==> src/rtl/fft4_input_stage_pkg.sv <==
// Shared types, constants and the saturating clamp for the 4-point FFT input stage.
// The butterfly datapath width is fixed here; DATA_W overrides elsewhere must match FFT_DATA_W.
package fft4_input_stage_pkg;

    localparam int FFT_DATA_W = 8;
    localparam int FFT_N      = 4;
    localparam int IDX_W      = 2;

    typedef struct packed {
        logic [FFT_DATA_W-1:0] val;
        logic                  sat;
    } sat_res_t;

    // Clamp an exact (DATA_W+1)-bit signed result into DATA_W bits; overflow shows as differing top bits.
    function automatic sat_res_t sat_clamp(input logic [FFT_DATA_W:0] v);
        sat_res_t r;
        r.sat = v[FFT_DATA_W] ^ v[FFT_DATA_W-1];
        if (r.sat) begin
            if (v[FFT_DATA_W]) begin
                r.val = {1'b1, {(FFT_DATA_W-1){1'b0}}};
            end else begin
                r.val = {1'b0, {(FFT_DATA_W-1){1'b1}}};
            end
        end else begin
            r.val = v[FFT_DATA_W-1:0];
        end
        return r;
    endfunction

endpackage

==> src/rtl/fft4_input_stage_if.sv <==
// Sample intake and frame output stream of the FFT input stage.
interface fft4_input_stage_if #(
    parameter int DATA_W = fft4_input_stage_pkg::FFT_DATA_W
) ();

    logic              in_valid;
    logic              in_ready;
    logic [DATA_W-1:0] in_data;
    logic              in_first;
    logic              out_valid;
    logic              out_ready;
    logic [DATA_W-1:0] out_e0;
    logic [DATA_W-1:0] out_e1;
    logic [DATA_W-1:0] out_o0;
    logic [DATA_W-1:0] out_o1;
    logic              out_sat;
    logic              frame_err;

    modport master (
        output in_valid, in_data, in_first, out_ready,
        input  in_ready, out_valid, out_e0, out_e1, out_o0, out_o1, out_sat, frame_err
    );

    modport slave (
        input  in_valid, in_data, in_first, out_ready,
        output in_ready, out_valid, out_e0, out_e1, out_o0, out_o1, out_sat, frame_err
    );

endinterface

==> src/rtl/fft4_input_stage_bfly2.sv <==
// Radix-2 butterfly: saturated a+b and a-b with per-result clamp flags.
module fft4_input_stage_bfly2
    import fft4_input_stage_pkg::*;
#(
    parameter int DATA_W = FFT_DATA_W
) (
    input  logic [DATA_W-1:0] a,
    input  logic [DATA_W-1:0] b,
    output logic [DATA_W-1:0] sum,
    output logic [DATA_W-1:0] diff,
    output logic              sat_sum,
    output logic              sat_diff
);

    logic [DATA_W:0] a_ext_s;
    logic [DATA_W:0] b_ext_s;
    logic [DATA_W:0] sum_ext_s;
    logic [DATA_W:0] diff_ext_s;
    sat_res_t        sum_res_s;
    sat_res_t        diff_res_s;

    // Exact one-bit-wider arithmetic, then clamp back to DATA_W.
    always_comb begin
        a_ext_s    = {a[DATA_W-1], a};
        b_ext_s    = {b[DATA_W-1], b};
        sum_ext_s  = a_ext_s + b_ext_s;
        diff_ext_s = a_ext_s - b_ext_s;
        sum_res_s  = sat_clamp(sum_ext_s);
        diff_res_s = sat_clamp(diff_ext_s);
        sum        = sum_res_s.val;
        diff       = diff_res_s.val;
        sat_sum    = sum_res_s.sat;
        sat_diff   = diff_res_s.sat;
    end

endmodule

==> src/rtl/fft4_input_stage.sv <==
// First radix-2 stage of the 4-point FFT: serial sample intake, stage-1 butterflies,
// registered output frame with one frame of skid buffering held in the sample buffer.
module fft4_input_stage
    import fft4_input_stage_pkg::*;
#(
    parameter int DATA_W = FFT_DATA_W
) (
    input  logic              clk,
    input  logic              rst_n,
    fft4_input_stage_if.slave bus
);

    logic [IDX_W-1:0]  idx_r;
    logic [DATA_W-1:0] x_r [0:FFT_N-1];
    logic              buf_full_r;
    logic              out_valid_r;
    logic [DATA_W-1:0] e0_r;
    logic [DATA_W-1:0] e1_r;
    logic [DATA_W-1:0] o0_r;
    logic [DATA_W-1:0] o1_r;
    logic              out_sat_r;
    logic              frame_err_r;

    logic              accept_s;
    logic              out_free_s;
    logic              resync_s;
    logic              stray_s;
    logic              complete_s;
    logic              load_direct_s;
    logic              load_buf_s;
    logic [DATA_W-1:0] x3_sel_s;
    logic [DATA_W-1:0] e0_s;
    logic [DATA_W-1:0] e1_s;
    logic [DATA_W-1:0] o0_s;
    logic [DATA_W-1:0] o1_s;
    logic              sat_e0_s;
    logic              sat_e1_s;
    logic              sat_o0_s;
    logic              sat_o1_s;

    // Handshake decode; x3 comes from the live sample on a direct load, else from the buffered frame.
    always_comb begin
        accept_s      = bus.in_valid & ~buf_full_r;
        out_free_s    = ~out_valid_r | bus.out_ready;
        resync_s      = accept_s & bus.in_first & (idx_r != 2'd0);
        stray_s       = accept_s & ~bus.in_first & (idx_r == 2'd0);
        complete_s    = accept_s & ~bus.in_first & (idx_r == 2'd3);
        load_direct_s = complete_s & out_free_s;
        load_buf_s    = buf_full_r & out_valid_r & bus.out_ready;
        if (load_direct_s) begin
            x3_sel_s = bus.in_data;
        end else begin
            x3_sel_s = x_r[3];
        end
    end

    fft4_input_stage_bfly2 #(.DATA_W(DATA_W)) u_bfly_even (
        .a        (x_r[0]),
        .b        (x_r[2]),
        .sum      (e0_s),
        .diff     (e1_s),
        .sat_sum  (sat_e0_s),
        .sat_diff (sat_e1_s)
    );

    fft4_input_stage_bfly2 #(.DATA_W(DATA_W)) u_bfly_odd (
        .a        (x_r[1]),
        .b        (x3_sel_s),
        .sum      (o0_s),
        .diff     (o1_s),
        .sat_sum  (sat_o0_s),
        .sat_diff (sat_o1_s)
    );

    // Sample buffer and position counter; in_first always restarts the frame at x0.
    always_ff @(posedge clk or negedge rst_n) begin
        if (!rst_n) begin
            idx_r <= 2'd0;
            for (int i = 0; i < FFT_N; i++) begin
                x_r[i] <= {DATA_W{1'b0}};
            end
        end else if (accept_s) begin
            if (bus.in_first) begin
                x_r[0] <= bus.in_data;
                idx_r  <= 2'd1;
            end else if (idx_r == 2'd0) begin
                idx_r <= 2'd0;
            end else begin
                x_r[idx_r] <= bus.in_data;
                idx_r      <= idx_r + 2'd1;
            end
        end else begin
            idx_r <= idx_r;
        end
    end

    // Skid flag: a completed frame that cannot reach the output regs parks in the sample buffer.
    always_ff @(posedge clk or negedge rst_n) begin
        if (!rst_n) begin
            buf_full_r <= 1'b0;
        end else if (complete_s && !out_free_s) begin
            buf_full_r <= 1'b1;
        end else if (load_buf_s) begin
            buf_full_r <= 1'b0;
        end else begin
            buf_full_r <= buf_full_r;
        end
    end

    // Output register bank; values hold while a frame waits for out_ready.
    always_ff @(posedge clk or negedge rst_n) begin
        if (!rst_n) begin
            out_valid_r <= 1'b0;
            e0_r        <= {DATA_W{1'b0}};
            e1_r        <= {DATA_W{1'b0}};
            o0_r        <= {DATA_W{1'b0}};
            o1_r        <= {DATA_W{1'b0}};
            out_sat_r   <= 1'b0;
        end else if (load_direct_s || load_buf_s) begin
            out_valid_r <= 1'b1;
            e0_r        <= e0_s;
            e1_r        <= e1_s;
            o0_r        <= o0_s;
            o1_r        <= o1_s;
            out_sat_r   <= sat_e0_s | sat_e1_s | sat_o0_s | sat_o1_s;
        end else if (out_valid_r && bus.out_ready) begin
            out_valid_r <= 1'b0;
        end else begin
            out_valid_r <= out_valid_r;
        end
    end

    // One-cycle pulse whenever intake discards data to regain frame alignment.
    always_ff @(posedge clk or negedge rst_n) begin
        if (!rst_n) begin
            frame_err_r <= 1'b0;
        end else begin
            frame_err_r <= resync_s | stray_s;
        end
    end

    assign bus.in_ready  = ~buf_full_r;
    assign bus.out_valid = out_valid_r;
    assign bus.out_e0    = e0_r;
    assign bus.out_e1    = e1_r;
    assign bus.out_o0    = o0_r;
    assign bus.out_o1    = o1_r;
    assign bus.out_sat   = out_sat_r;
    assign bus.frame_err = frame_err_r;

endmodule

==> src/flat_wrapper.sv <==
// flat-port wrapper written by rule: the top's interface ports become plain ports
module fft4_input_stage_flat import fft4_input_stage_pkg::*;
#(
    parameter int DATA_W = FFT_DATA_W
)
  (clk, rst_n, bus_in_valid, bus_in_data, bus_in_first, bus_out_ready, bus_in_ready, bus_out_valid, bus_out_e0, bus_out_e1, bus_out_o0, bus_out_o1, bus_out_sat, bus_frame_err);
  fft4_input_stage_if #(.DATA_W(DATA_W)) bus_i ();
  input  logic clk;
  input  logic rst_n;
  input wire logic [$bits(bus_i.in_valid)-1:0] bus_in_valid;
  input wire logic [$bits(bus_i.in_data)-1:0] bus_in_data;
  input wire logic [$bits(bus_i.in_first)-1:0] bus_in_first;
  input wire logic [$bits(bus_i.out_ready)-1:0] bus_out_ready;
  output wire logic [$bits(bus_i.in_ready)-1:0] bus_in_ready;
  output wire logic [$bits(bus_i.out_valid)-1:0] bus_out_valid;
  output wire logic [$bits(bus_i.out_e0)-1:0] bus_out_e0;
  output wire logic [$bits(bus_i.out_e1)-1:0] bus_out_e1;
  output wire logic [$bits(bus_i.out_o0)-1:0] bus_out_o0;
  output wire logic [$bits(bus_i.out_o1)-1:0] bus_out_o1;
  output wire logic [$bits(bus_i.out_sat)-1:0] bus_out_sat;
  output wire logic [$bits(bus_i.frame_err)-1:0] bus_frame_err;
  assign bus_i.in_valid = bus_in_valid;
  assign bus_i.in_data = bus_in_data;
  assign bus_i.in_first = bus_in_first;
  assign bus_i.out_ready = bus_out_ready;
  assign bus_in_ready = bus_i.in_ready;
  assign bus_out_valid = bus_i.out_valid;
  assign bus_out_e0 = bus_i.out_e0;
  assign bus_out_e1 = bus_i.out_e1;
  assign bus_out_o0 = bus_i.out_o0;
  assign bus_out_o1 = bus_i.out_o1;
  assign bus_out_sat = bus_i.out_sat;
  assign bus_frame_err = bus_i.frame_err;
  fft4_input_stage #(.DATA_W(DATA_W)) u_core (.clk(clk), .rst_n(rst_n), .bus(bus_i));
endmodule
==> config.mk <==
export PLATFORM = sky130hd
export DESIGN_NAME = fft4_input_stage_flat
export DESIGN_NICKNAME = d
export VERILOG_FILES = /design/src/rtl/fft4_input_stage_pkg.sv /design/src/rtl/fft4_input_stage_if.sv /design/src/rtl/fft4_input_stage_bfly2.sv /design/src/rtl/fft4_input_stage.sv /design/src/flat_wrapper.sv
export SDC_FILE = /design/constraint.sdc
export NUM_CORES = 1
export LEC_CHECK = 0
export ABC_AREA = 1
export CAP_MARGIN = 10
export CELL_PAD_IN_SITES_DETAIL_PLACEMENT = 2
export CELL_PAD_IN_SITES_GLOBAL_PLACEMENT = 2
export CORE_UTILIZATION = 36
export CTS_BUF_LIST = sky130_fd_sc_hd__clkbuf_16
export CTS_CLUSTER_SIZE = 40
export DETAILED_ROUTE_END_ITERATION = 7
export PLACE_DENSITY = 0.93
export SLEW_MARGIN = 30
export SYNTH_ARGS = -nofsm -noshare
export SYNTH_HDL_FRONTEND = slang
export SYNTH_SLANG_ARGS = --single-unit
==> constraint.sdc <==
create_clock -name clk -period 4.26 [get_ports clk]
set_input_delay 0.639 -clock clk [delete_from_list [all_inputs] [get_ports clk]]
set_output_delay 0.639 -clock clk [all_outputs]
set_load 0.03 [all_outputs]
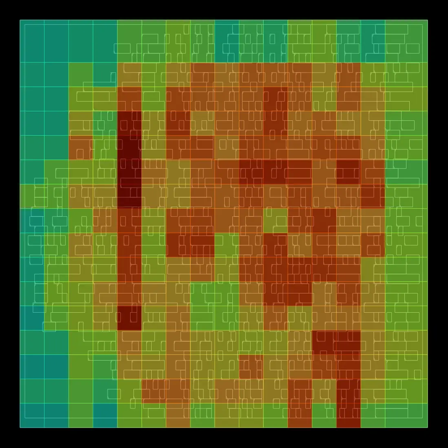
Figure 1: run 1, routing congestion.
Post-Route Utilization: 43.72%
met3 Track Usage GR: 3.400%
global routing's busiest layer: met2

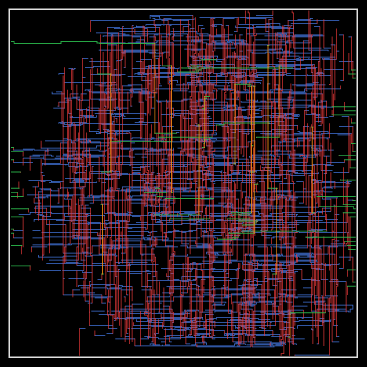
Figure 2: run 1, signal wires by layer.
Drawn at 3 px/µm.
| colour | layer | wire length |
|---|---|---|
| red | met2 | 8,850 µm |
| orange | met4 | 425 µm |
| blue | met1 | 6,990 µm |
| green | met3 | 501 µm |

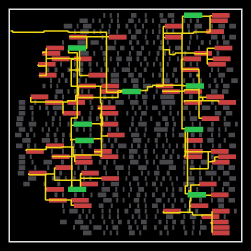
Figure 3: run 1, clock network drawn from the DEF.
Drawn at 2 px/µm.
[yellow] clock wires | length: 1,020 µm
[red] flip-flops | count: 70
[green] cells driving clock nets | count: 9
flops lie: spread over the die

==> impl_metrics.env, run 1 <==
# source this file to load flow results
export IMPL_yosys_stat_seqShare_pct=37.75
export IMPL_biggestCellCategory="logic gates"
export IMPL_final_nets=698
export IMPL_logic_area_um2=2511
export IMPL_grt_usage_pct=27.30
export IMPL_routed_wl_um=16770
export IMPL_fin_hold_ws_ns=0.3726
export IMPL_synth_seq_cells=70
export IMPL_finalClockPeriodUsage_pct=87.48
export IMPL_maxCapViolations=0
export IMPL_firstDrtPassIters=5
export IMPL_grt_first_pass_wirelength_um=26920
export IMPL_status="finished, final reports clean"
export IMPL_clockNetworkAreaShare_pct=4.690
export IMPL_antennaDiodeCount=0
export IMPL_max_freq_mhz=268.3
export IMPL_num_fill_cells=1457
export IMPL_num_vias=4274
export IMPL_setup_slack_ns=0.5335
export IMPL_via_per_inst=5.212
export IMPL_die_h_um=115.5
export IMPL_antenna_found_initial=0
export IMPL_final_min_clock_period_ns=3.727
export IMPL_relSlewSlack_pct=36.99
export IMPL_cts_buffer_depth=2
export IMPL_sh_comb_area_pct=45.70
export IMPL_min_path_type="in2async"
export IMPL_die_x_um=115.5
export IMPL_ioPinCount=49
export IMPL_drc=0
export IMPL_openroad_warnings=47
export IMPL_final_cell_mix="167 x nand2_1, 70 x dfrtp_1, 59 x inv_1"
export IMPL_worstReg2RegEnd="u_core.bus.out_sat$_DFFE_PN0P_"
export IMPL_floorplanUtilization_pct=36.92
export IMPL_mostFrequentLayoutCell="nand2_1"
export IMPL_cts_root_buf="clkbuf_16"
export IMPL_synthArstFlopShare_pct=100.0
export IMPL_cts_sinks=70
export IMPL_cp_end_kind="register"
export IMPL_cts_buffers=9
export IMPL_hold_viol_final=0
export IMPL_r2r_start="u_core.buf_full_r$_DFFE_PN0P_"
export IMPL_row_count=41
export IMPL_globalRouteOverflowTotal=0
export IMPL_place_ws_ns=0.2514
export IMPL_clock_latency_late_pin_ns=0.34
export IMPL_flop_count=70
export IMPL_seq_area_um2=1752
export IMPL_cts_tree="done"
export IMPL_setup_viol=0
export IMPL_avgSynthCellArea_um2=7.760
export IMPL_post_cts_buffers=0
export IMPL_flop_cell="dfrtp_1"
export IMPL_n_all_inverters=73
export IMPL_postRouteAntennaNets=0
export IMPL_yosysCellCount=598
export IMPL_synthCells=598
export IMPL_critPathKind="in2reg"
export IMPL_hpwl_um=12390
export IMPL_reg2reg_depth=19
export IMPL_grt_setup_unrepaired="false"
export IMPL_drt_iter0_drc=173
export IMPL_io_buffers=48
export IMPL_buf_share_pct=8.789
export IMPL_slew_violations=0
export IMPL_tightestPinTransition_ns=0.9416
export IMPL_arrival_ns=3.94
export IMPL_cp_max_fo=17
export IMPL_crit_path_start_kind="input pin"
export IMPL_enable_flop_cells=0
export IMPL_syn_area_um2=4641
export IMPL_yosys_warnings=0
export IMPL_core_um2=12570
export IMPL_sh_seq_area_pct=31.88
run 1: synthesized netlist by cell type (4+ instances only):
library cell	instances	area, µm²
xor2_1	12	105.1
nand3_1	29	145.1
nand2_1	167	626.9
a21oi_2	10	87.58
a31oi_1	4	25.02
nor2_1	49	183.9
clkbuf_1	4	15.01
o21ai_0	48	240.2
buf_4	5	37.54
a21oi_1	30	150.1
nor2_4	4	45.04
nand2_4	4	45.04
o21ai_1	7	35.03
nand2_2	11	68.82
inv_1	58	217.7
dfrtp_1	70	1752
ha_1	38	475.5
fa_1	4	80.08
inv_2	14	52.55
run 1: worst max path at each step:
stage / cells past startpoint / endpoint / slack [ns] / from
4_1_cts: 19 / u_core.bus.out_sat$_DFFE_PN0P_ / 0.50 / bus_in_valid
3_3_place_gp: 19 / u_core.bus.out_o1[5]$_DFFE_PN0P_ / 0.59 / bus_in_valid
3_5_place_dp: 19 / u_core.bus.out_o1[4]$_DFFE_PN0P_ / 0.25 / bus_in_valid
5_1_grt: 19 / u_core.bus.out_sat$_DFFE_PN0P_ / 0.26 / bus_in_valid
2_1_floorplan: 20 / u_core.bus.out_o1[5]$_DFFE_PN0P_ / 1.38 / bus_in_valid
6_report: 19 / u_core.bus.out_sat$_DFFE_PN0P_ / 0.53 / bus_in_valid
run 1: layer usage:
metal / share of wire, % / global-route usage [%]
met1: 42 / 31.54
met3: 3.0 / 3.400
met4: 2.5 / 11.08
met5: 0 / 0
met2: 53 / 50.82
run 1: worst max-delay path, stage by stage:
cell	delay, ns
clkdlybuf4s50_1	0.47
nand2_2	0.08
nor2_4	0.12
nand2_1	0.09
inv_2	0.08
nand2_4	0.13
o21ai_0	0.55
inv_1	0.20
fa_1	0.48
nand3_1	0.14
nand2_2	0.11
nand2_1	0.12
nand2_1	0.08
nand2_1	0.09
nand2_1	0.10
nand2_2	0.11
nand2_1	0.08
nor2_1	0.15
a21oi_1	0.11
run 1: registers in the layout, summed over array words and instances (netlist names):
name,cells
u_core.buf_full_r,1
u_core.bus.frame_err,1
u_core.bus.out_e0,8
u_core.bus.out_e1,8
u_core.bus.out_o0,8
u_core.bus.out_o1,8
u_core.bus.out_sat,1
u_core.bus.out_valid,1
u_core.idx_r,2
u_core.x_r,32
run 1: metrics by stage:
| step | instance area, µm² | std cells |
|---|---|---|
| after floorplan | 4641 | 598 |
| after CTS | 5495 | 820 |
| final | 5495 | 820 |
| after global placement | 5238 | 804 |
| after global routing | 5495 | 820 |
| after detailed placement | 5238 | 804 |
run 1: cell families after synthesis:
logic type,count (synthesis),share of synthesized area (%)
AND/OR/NAND/NOR,274,25.48
AND-OR/OR-AND,109,13.83
adder cells (fa/ha/maj),42,11.97
flip-flops,70,37.75
XOR/XNOR,15,2.831
buffers and inverters,88,8.142
==> run 1 -> run 2 <==
--- a/config.mk
+++ b/config.mk
@@ -14,6 +14,7 @@
 export CTS_CLUSTER_SIZE = 40
 export DETAILED_ROUTE_END_ITERATION = 7
 export PLACE_DENSITY = 0.93
+export RECOVER_POWER = 50
 export SLEW_MARGIN = 30
 export SYNTH_ARGS = -nofsm -noshare
 export SYNTH_HDL_FRONTEND = slang
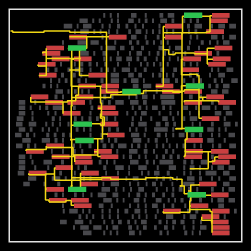
Figure 4: run 2, clock network drawn from the DEF.
Drawn at 2 px/µm.
clk latency late pin: 0.35 ns
Worst Skew: 0.007910 ns

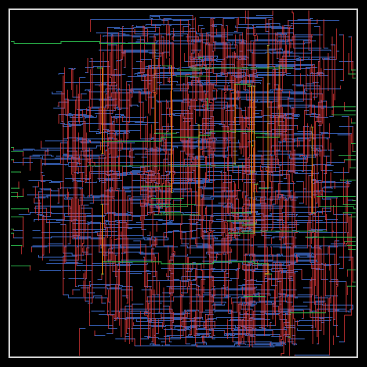
Figure 5: run 2, signal wires by layer.
Drawn at 3 px/µm.
| colour | layer | wire length |
|---|---|---|
| green | met3 | 600 µm |
| blue | met1 | 6,910 µm |
| orange | met4 | 380 µm |
| red | met2 | 8,890 µm |

==> impl_metrics.env, run 2 <==
# source this file to load flow results
export IMPL_floorplanUtilization_pct=36.92
export IMPL_row_count=41
export IMPL_final_cell_mix="168 x nand2_1, 70 x dfrtp_1, 60 x inv_1"
export IMPL_status="finished, violations left"
export IMPL_num_fill_cells=1460
export IMPL_postRouteAntennaNets=0
export IMPL_crit_top_cell="nand2_1"
export IMPL_fin_util_pct=43.67
export IMPL_grt_setup_unrepaired="false"
export IMPL_worstReg2RegEnd="u_core.bus.out_sat$_DFFE_PN0P_"
export IMPL_openroad_warnings=47
export IMPL_hold_viol_final=0
export IMPL_largest_register="u_core.x_r"
export IMPL_worst_path_buf_inv=3
export IMPL_yosys_warnings=0
export IMPL_flop_cell="dfrtp_1"
export IMPL_cp_top_family="simple AND/OR/NAND/NOR gates"
export IMPL_final_nets=698
export IMPL_place_ws_ns=0.2514
export IMPL_hpwl_um=12390
export IMPL_die_x_um=115.5
export IMPL_cp_depth=19
export IMPL_firstDrtPassIters=4
export IMPL_synthTopCellsByArea="dfrtp_1 38%, nand2_1 14%, ha_1 10%, o21ai_0 5.2%, inv_1 4.7%"
export IMPL_mostFrequentLayoutCell="nand2_1"
export IMPL_fin_cells=820
export IMPL_core_um2=12570
export IMPL_globalRouteOverflowTotal=0
export IMPL_max_stage_delay_ns=0.55
export IMPL_routed_wl_um=16780
export IMPL_synth_seq_cells=70
export IMPL_violations="max-capacitance violations, max-slew violations"
export IMPL_critPathKind="in2reg"
export IMPL_synthArstFlopShare_pct=100.0
export IMPL_post_cts_buffers=0
export IMPL_cp_end_kind="register"
export IMPL_setup_viol=0
export IMPL_path_cells="dlygate4sd3_1, nand2_1, nor2_4, nand2_1, inv_1, nand2_4, o21ai_0, inv_1, fa_1, nand3_1, nand2_2, nand2_1, nand2_1, nand2_1, nand2_1, nand2_2, nand2_1, nor2_1, a21oi_1"
export IMPL_cts_sinks=70
export IMPL_cts_buffer_depth=2
export IMPL_cp_startpoint="bus_in_valid"
export IMPL_antennaDiodeCount=0
export IMPL_top_cell_area_share_pct=37.75
export IMPL_arrival_ns=4.06
export IMPL_max_freq_mhz=259.9
export IMPL_critical_path_slowest_cell="o21ai_0"
export IMPL_crit_end="u_core.bus.out_sat$_DFFE_PN0P_"
export IMPL_relSlewSlack_pct=-25.55
export IMPL_syn_area_um2=4641
export IMPL_enable_flop_cells=0
export IMPL_cp_max_fo=17
export IMPL_antenna_found_initial=0
export IMPL_drt_iter0_drc=190
export IMPL_maxCapViolations=1
export IMPL_crit_path_start_kind="input pin"
export IMPL_slew_violations=35
export IMPL_common_cells="167 x nand2_1, 70 x dfrtp_1, 58 x inv_1, 49 x nor2_1, 48 x o21ai_0"
export IMPL_min_path_type="reg2reg"
export IMPL_r2r_start="u_core.buf_full_r$_DFFE_PN0P_"
export IMPL_final_min_clock_period_ns=3.847
export IMPL_cts_root_buf="clkbuf_16"
export IMPL_dp_cells=804
export IMPL_post_synth_top_count_cell="nand2_1"
export IMPL_yosysCellCount=598
export IMPL_via_per_inst=5.196
export IMPL_cts_tree="done"
export IMPL_largest_reg_flops=32
export IMPL_reg2reg_depth=19
export IMPL_drc=0
export IMPL_cts_buffers=9
export IMPL_grt_usage_pct=27.30
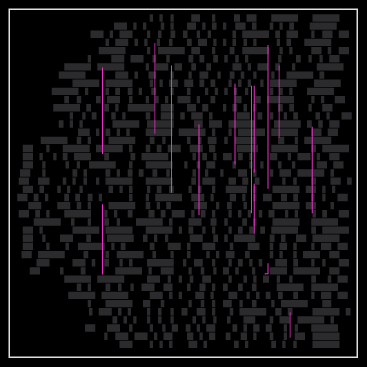
Figure 6: run 2, metal 4.
Drawn at 3 px/µm. Cells faint in the background.
longest straight run: 47.6 µm
share of all routed wire: 2.3%

## run 2: cell counts after synthesis
No cell type changed its count.
## run 2: cell type report
class / count / area, µm² / share of cell area, %
clock buffers: 9 / 225.2 / 4.103
clock inverters: 7 / 32.53 / 0.5927
inverters: 73 / 276.5 / 5.038
multi-input cells: 440 / 2509 / 45.70
flip-flops and latches: 70 / 1752 / 31.91
well taps: 172 / 215.2 / 3.921
repair buffers: 49 / 479.2 / 8.730
## run 2: worst register-to-register path: stages (launching register included)
cell     delay, ns
dfrtp_1       0.39
inv_2         0.10
nand2_1       0.11
nor2_4        0.13
nand2_1       0.08
inv_1         0.12
nand2_4       0.15
o21ai_0       0.55
inv_1         0.20
fa_1          0.48
nand3_1       0.14
nand2_2       0.11
nand2_1       0.12
nand2_1       0.08
nand2_1       0.08
nand2_1       0.10
nand2_2       0.11
nand2_1       0.08
nor2_1        0.15
a21oi_1       0.12
## run 2: metal layers
| metal | vias up | GRT usage [%] | part of all wire (%) | wire [µm] |
|---|---|---|---|---|
| met1 | 2147 | 31.54 | 41 | 6911 |
| met3 | 32 | 3.400 | 3.6 | 600 |
| met4 | 0 | 11.08 | 2.3 | 379 |
| li1 | 1984 | - | - | - |
| met5 | - | 0 | 0 | 0 |
| met2 | 98 | 50.82 | 53 | 8889 |
## run 2: cells by family (layout without fill, tap and decap cells)
family                   count (synthesis)  count (layout)  synth area share, %
AND/OR/NAND/NOR                        274             274                25.48
AND-OR/OR-AND                          109             109                13.83
buffers and inverters                   88             138                8.142
flip-flops                              70              70                37.75
adder cells (fa/ha/maj)                 42              42                11.97
XOR/XNOR                                15              15                2.831
## run 2: worst min-delay path by stage
stage	from	end	slack (ns)	depth (start not counted)
6_report	u_core.x_r[6]$_DFFE_PN0P_	u_core.x_r[6]$_DFFE_PN0P_	0.50	2
2_1_floorplan	rst_n	u_core.buf_full_r$_DFFE_PN0P_	0.34	0
4_1_cts	rst_n	u_core.bus.out_o0[5]$_DFFE_PN0P_	0.39	1
3_5_place_dp	u_core.x_r[6]$_DFFE_PN0P_	u_core.x_r[6]$_DFFE_PN0P_	0.49	2
3_3_place_gp	u_core.x_r[1]$_DFFE_PN0P_	u_core.x_r[1]$_DFFE_PN0P_	0.47	2
5_1_grt	u_core.x_r[7]$_DFFE_PN0P_	u_core.x_r[7]$_DFFE_PN0P_	0.52	2
## run 2: metrics by stage
stage          cell area [µm²]  hold WS [ns]
2_1_floorplan             4641        0.3434
3_3_place_gp              5238        0.4694
3_5_place_dp              5238        0.4857
4_1_cts                   5495        0.3921
5_1_grt                   5489        0.5231
6_report                  5489        0.4957
